==> images/pdn.png <==
Scale bar: 20 um. Pins as bars on the die edge.
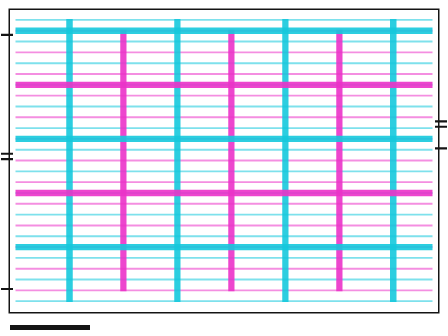
==> images/cell_classes.png <==
Scale bar: 20 um.
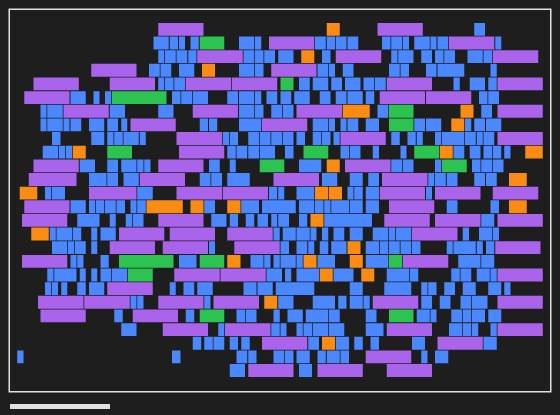
**src/rtl/warmboot_ctrl.sv**
```systemverilog
// Button-driven warm-boot image selector for SB_WARMBOOT: short press steps the image, long press commits.
// Optional LED blink indicator is compiled in with `define WARMBOOT_LED_EN.
module warmboot_ctrl #(
   parameter int unsigned DEBOUNCE_CYCLES    = 240000,
   parameter int unsigned LONG_CYCLES        = 24000000,
   parameter int unsigned SEL_TIMEOUT_CYCLES = 120000000,
   parameter logic [1:0]  DEFAULT_IMAGE      = 2'd0,
   parameter int unsigned BLINK_CYCLES       = 2400000
) (
   input  logic       clk_24,
   input  logic       rst_24,
   input  logic       btn_n,
   output logic       boot,
   output logic [1:0] image,
   output logic       led
);

   localparam int DB_W   = $clog2(DEBOUNCE_CYCLES + 1);
   localparam int HOLD_W = $clog2(LONG_CYCLES + 1);
   localparam int TO_W   = $clog2(SEL_TIMEOUT_CYCLES + 1);
   localparam logic [DB_W-1:0]   DB_LAST  = DB_W'(DEBOUNCE_CYCLES - 1);
   localparam logic [HOLD_W-1:0] HOLD_MAX = HOLD_W'(LONG_CYCLES);
   localparam logic [TO_W-1:0]   TO_MAX   = TO_W'(SEL_TIMEOUT_CYCLES);

   typedef enum logic [2:0] {IDLE, PRESS, SELECT, ARMED, BOOT} state_t;

   logic              sync_p0, sync_p1;
   logic              press;
   logic [DB_W-1:0]   db_cnt;
   logic              btn_db, btn_db_d;
   logic              rise, fall;
   state_t            state, state_nxt;
   logic [1:0]        sel, sel_nxt;
   logic [HOLD_W-1:0] hold_cnt, hold_nxt;
   logic [TO_W-1:0]   to_cnt, to_nxt;
   logic              boot_q;

   // Synchroniser and debouncer; btn_db is the debounced "pressed" level
   assign press = ~sync_p1;
   assign rise  = btn_db & ~btn_db_d;
   assign fall  = ~btn_db & btn_db_d;

   always_ff @(posedge clk_24 or posedge rst_24) begin
      if (rst_24) begin
         sync_p0  <= 1'b1;
         sync_p1  <= 1'b1;
         db_cnt   <= '0;
         btn_db   <= 1'b0;
         btn_db_d <= 1'b0;
      end else begin
         sync_p0  <= btn_n;
         sync_p1  <= sync_p0;
         btn_db_d <= btn_db;
         if (press == btn_db) begin
            db_cnt <= '0;
         end else if (db_cnt == DB_LAST) begin
            btn_db <= press;
            db_cnt <= '0;
         end else begin
            db_cnt <= db_cnt + DB_W'(1);
         end
      end
   end

   always_comb begin
      state_nxt = state;
      sel_nxt   = sel;
      hold_nxt  = hold_cnt;
      to_nxt    = to_cnt;
      case (state)
         IDLE: begin
            if (rise) begin
               state_nxt = PRESS;
               hold_nxt  = '0;
            end
         end
         PRESS: begin
            if (fall && hold_cnt != HOLD_MAX) begin
               sel_nxt   = sel + 2'd1;
               state_nxt = SELECT;
               to_nxt    = '0;
            end else if (hold_cnt == HOLD_MAX) begin
               state_nxt = ARMED;
            end else if (btn_db) begin
               hold_nxt = hold_cnt + HOLD_W'(1);
            end
         end
         SELECT: begin
            // A new press on the expiry cycle keeps the pending selection
            if (rise) begin
               state_nxt = PRESS;
               hold_nxt  = '0;
            end else if (to_cnt == TO_MAX) begin
               sel_nxt   = DEFAULT_IMAGE;
               state_nxt = IDLE;
            end else begin
               to_nxt = to_cnt + TO_W'(1);
            end
         end
         ARMED: begin
            // Level test also covers a release coinciding with the long-press threshold
            if (!btn_db) state_nxt = BOOT;
         end
         BOOT:    state_nxt = BOOT;
         default: state_nxt = IDLE;
      endcase
   end

   always_ff @(posedge clk_24 or posedge rst_24) begin
      if (rst_24) begin
         state    <= IDLE;
         sel      <= DEFAULT_IMAGE;
         hold_cnt <= '0;
         to_cnt   <= '0;
         boot_q   <= 1'b0;
      end else begin
         state    <= state_nxt;
         sel      <= sel_nxt;
         hold_cnt <= hold_nxt;
         to_cnt   <= to_nxt;
         boot_q   <= (state == BOOT);
      end
   end

   assign boot  = boot_q;
   assign image = sel;

`ifdef WARMBOOT_LED_EN
   localparam int BLK_W = $clog2(BLINK_CYCLES + 1);
   localparam logic [BLK_W-1:0] BLK_LAST = BLK_W'(BLINK_CYCLES - 1);

   logic [BLK_W-1:0] tick_cnt, tick_nxt;
   logic [3:0]       slot, slot_nxt, slot_last;
   logic             blinking, led_nxt, led_q;

   // Pattern is a sequence of BLINK_CYCLES slots: sel+1 on/off pairs, then 8 off slots
   always_comb begin
      blinking  = (state_nxt == PRESS) || (state_nxt == SELECT);
      slot_last = {1'b0, sel_nxt, 1'b0} + 4'd9;
      tick_nxt  = '0;
      slot_nxt  = '0;
      if (blinking && (state == PRESS || state == SELECT) && sel_nxt == sel) begin
         if (tick_cnt == BLK_LAST) begin
            slot_nxt = (slot == slot_last) ? 4'd0 : slot + 4'd1;
         end else begin
            tick_nxt = tick_cnt + BLK_W'(1);
            slot_nxt = slot;
         end
      end
      led_nxt = (state_nxt == ARMED) || (state_nxt == BOOT) ||
                (blinking && !slot_nxt[0] && slot_nxt < ({1'b0, sel_nxt, 1'b0} + 4'd2));
   end

   always_ff @(posedge clk_24 or posedge rst_24) begin
      if (rst_24) begin
         tick_cnt <= '0;
         slot     <= '0;
         led_q    <= 1'b0;
      end else begin
         tick_cnt <= tick_nxt;
         slot     <= slot_nxt;
         led_q    <= led_nxt;
      end
   end

   assign led = led_q;
`else
   // Blink period only matters when the LED option is built in
   logic unused_blink;
   assign unused_blink = ^BLINK_CYCLES;
   assign led          = 1'b0;
`endif

endmodule

```
**config.mk**
```make
export PLATFORM = sky130hd
export DESIGN_NAME = warmboot_ctrl
export DESIGN_NICKNAME = d
export VERILOG_FILES = /design/src/rtl/warmboot_ctrl.sv
export SDC_FILE = /design/constraint.sdc
export NUM_CORES = 1
export LEC_CHECK = 0
export CAP_MARGIN = 20
export CORE_ASPECT_RATIO = 0.7
export CORE_UTILIZATION = 57
export CTS_BUF_LIST = sky130_fd_sc_hd__clkbuf_8 sky130_fd_sc_hd__clkbuf_16
export DETAILED_ROUTE_END_ITERATION = 12
export PLACE_DENSITY = 0.77
export SYNTH_ARGS = -nofsm -noshare
export SYNTH_HDL_FRONTEND = slang
export SYNTH_SLANG_ARGS = --single-unit
```
**constraint.sdc**
```tcl
create_clock -name clk_24 -period 2.5 [get_ports clk_24]
set_clock_uncertainty 0.15 [all_clocks]
set_input_delay 0.5 -clock clk_24 [delete_from_list [all_inputs] [get_ports clk_24]]
set_output_delay 0.5 -clock clk_24 [all_outputs]
set_load 0.01 [all_outputs]
```
==> run summary <==
flow finished, numbers: status finished clean, CP bufs+invs 1, Remaining Overflow, GRT 0, internal power around 2 mW, Finished Layout Cells 589, post-DP HPWL 6.57 mm, Synth Warn # 0, Post-synth EDFFs 0, Min-Delay Endpoint sync_p1, Area growth syn-to-layout 11.0%, Yosys cell types roughly 60, clk slew on worst S/H paths 0.09 ns, M1 GR Usage 0.404, first-pass GRT wire length between 15 and 20 mm, P_clk 1.13 mW, crit path time final 2.30 ns, Detail Route Antenna Nets 0, Worst Hold Class register to register, final hold vios 0, Multiplexer share 0.00703, cell count after placement 571, ClkCell Share 0.0486, critical path peak fanout 15, GR peak layer met1, vias in the first global route between 3k and 4k, Final nets 494, Tot GR Track Use 0.255, Hold Crit Depth 0, Main logic family simple AND/OR/NAND/NOR gates, cells along the critical path nor4_1 > nand4_1 > o31a_2 > buf_4 > a41oi_1 > a31oi_1, share of cells above drive strength 1 0.126, Basic Gates by Area 0.260, Critical Path End to_cnt[24], Area leader share 0.439, Top FF cell, synth dfrtp_1, Post-CTS Resized 0, Via density 6.48, top cells by count dfrtp_1, nor2_1, a31oi_1, nand3_1, nand2_1, diode count 0, Top delay family on crit path AND-OR/OR-AND gates, leading power group sequential cells, nonclk inv count 21, met2 Track Usage GR 0.349, initial antenna violation count 0, CTS tree yes, WP data required 2.59 ns, Clock Power Share 0.454, Register Area approximately 0.0020 sq mm, max reg flops 27, Post-Place Cell Area roughly 0.0047 sq mm, Top area cell types dfrtp_1, a31oi_1, nand3_1, xor2_1, nor2_1, Seq share, synth 0.450, floorplan net count 482, setup violators final 0, path depth of the worst reg2reg path 6, AO/OA Area Share 0.176, Top Registers to_cnt: 27 flops, hold_cnt: 25 flops, db_cnt: 18 flops, Pleak 2.01 nW, Flops after synth 80, # Taps 98
About pdn.png:
net	colour
VDD	magenta
VSS	cyan
signal pins	7
met5 straps	5

About cell_classes.png:
class	colour	cells	share of their area
flip-flops	purple	80	42%
other buffers and delay cells	orange	28	5.0%
clock drivers and dummy loads	green	16	5.0%
all other logic	blue	367	48%
CORE AREA: 0.00742 sq mm
final core area utilization: 0.666
final non-filler cell area: 0.00494 sq mm
fraction of area in registers: 0.406
Site Rows: 26

Power is estimated from default activity; no workload was simulated.
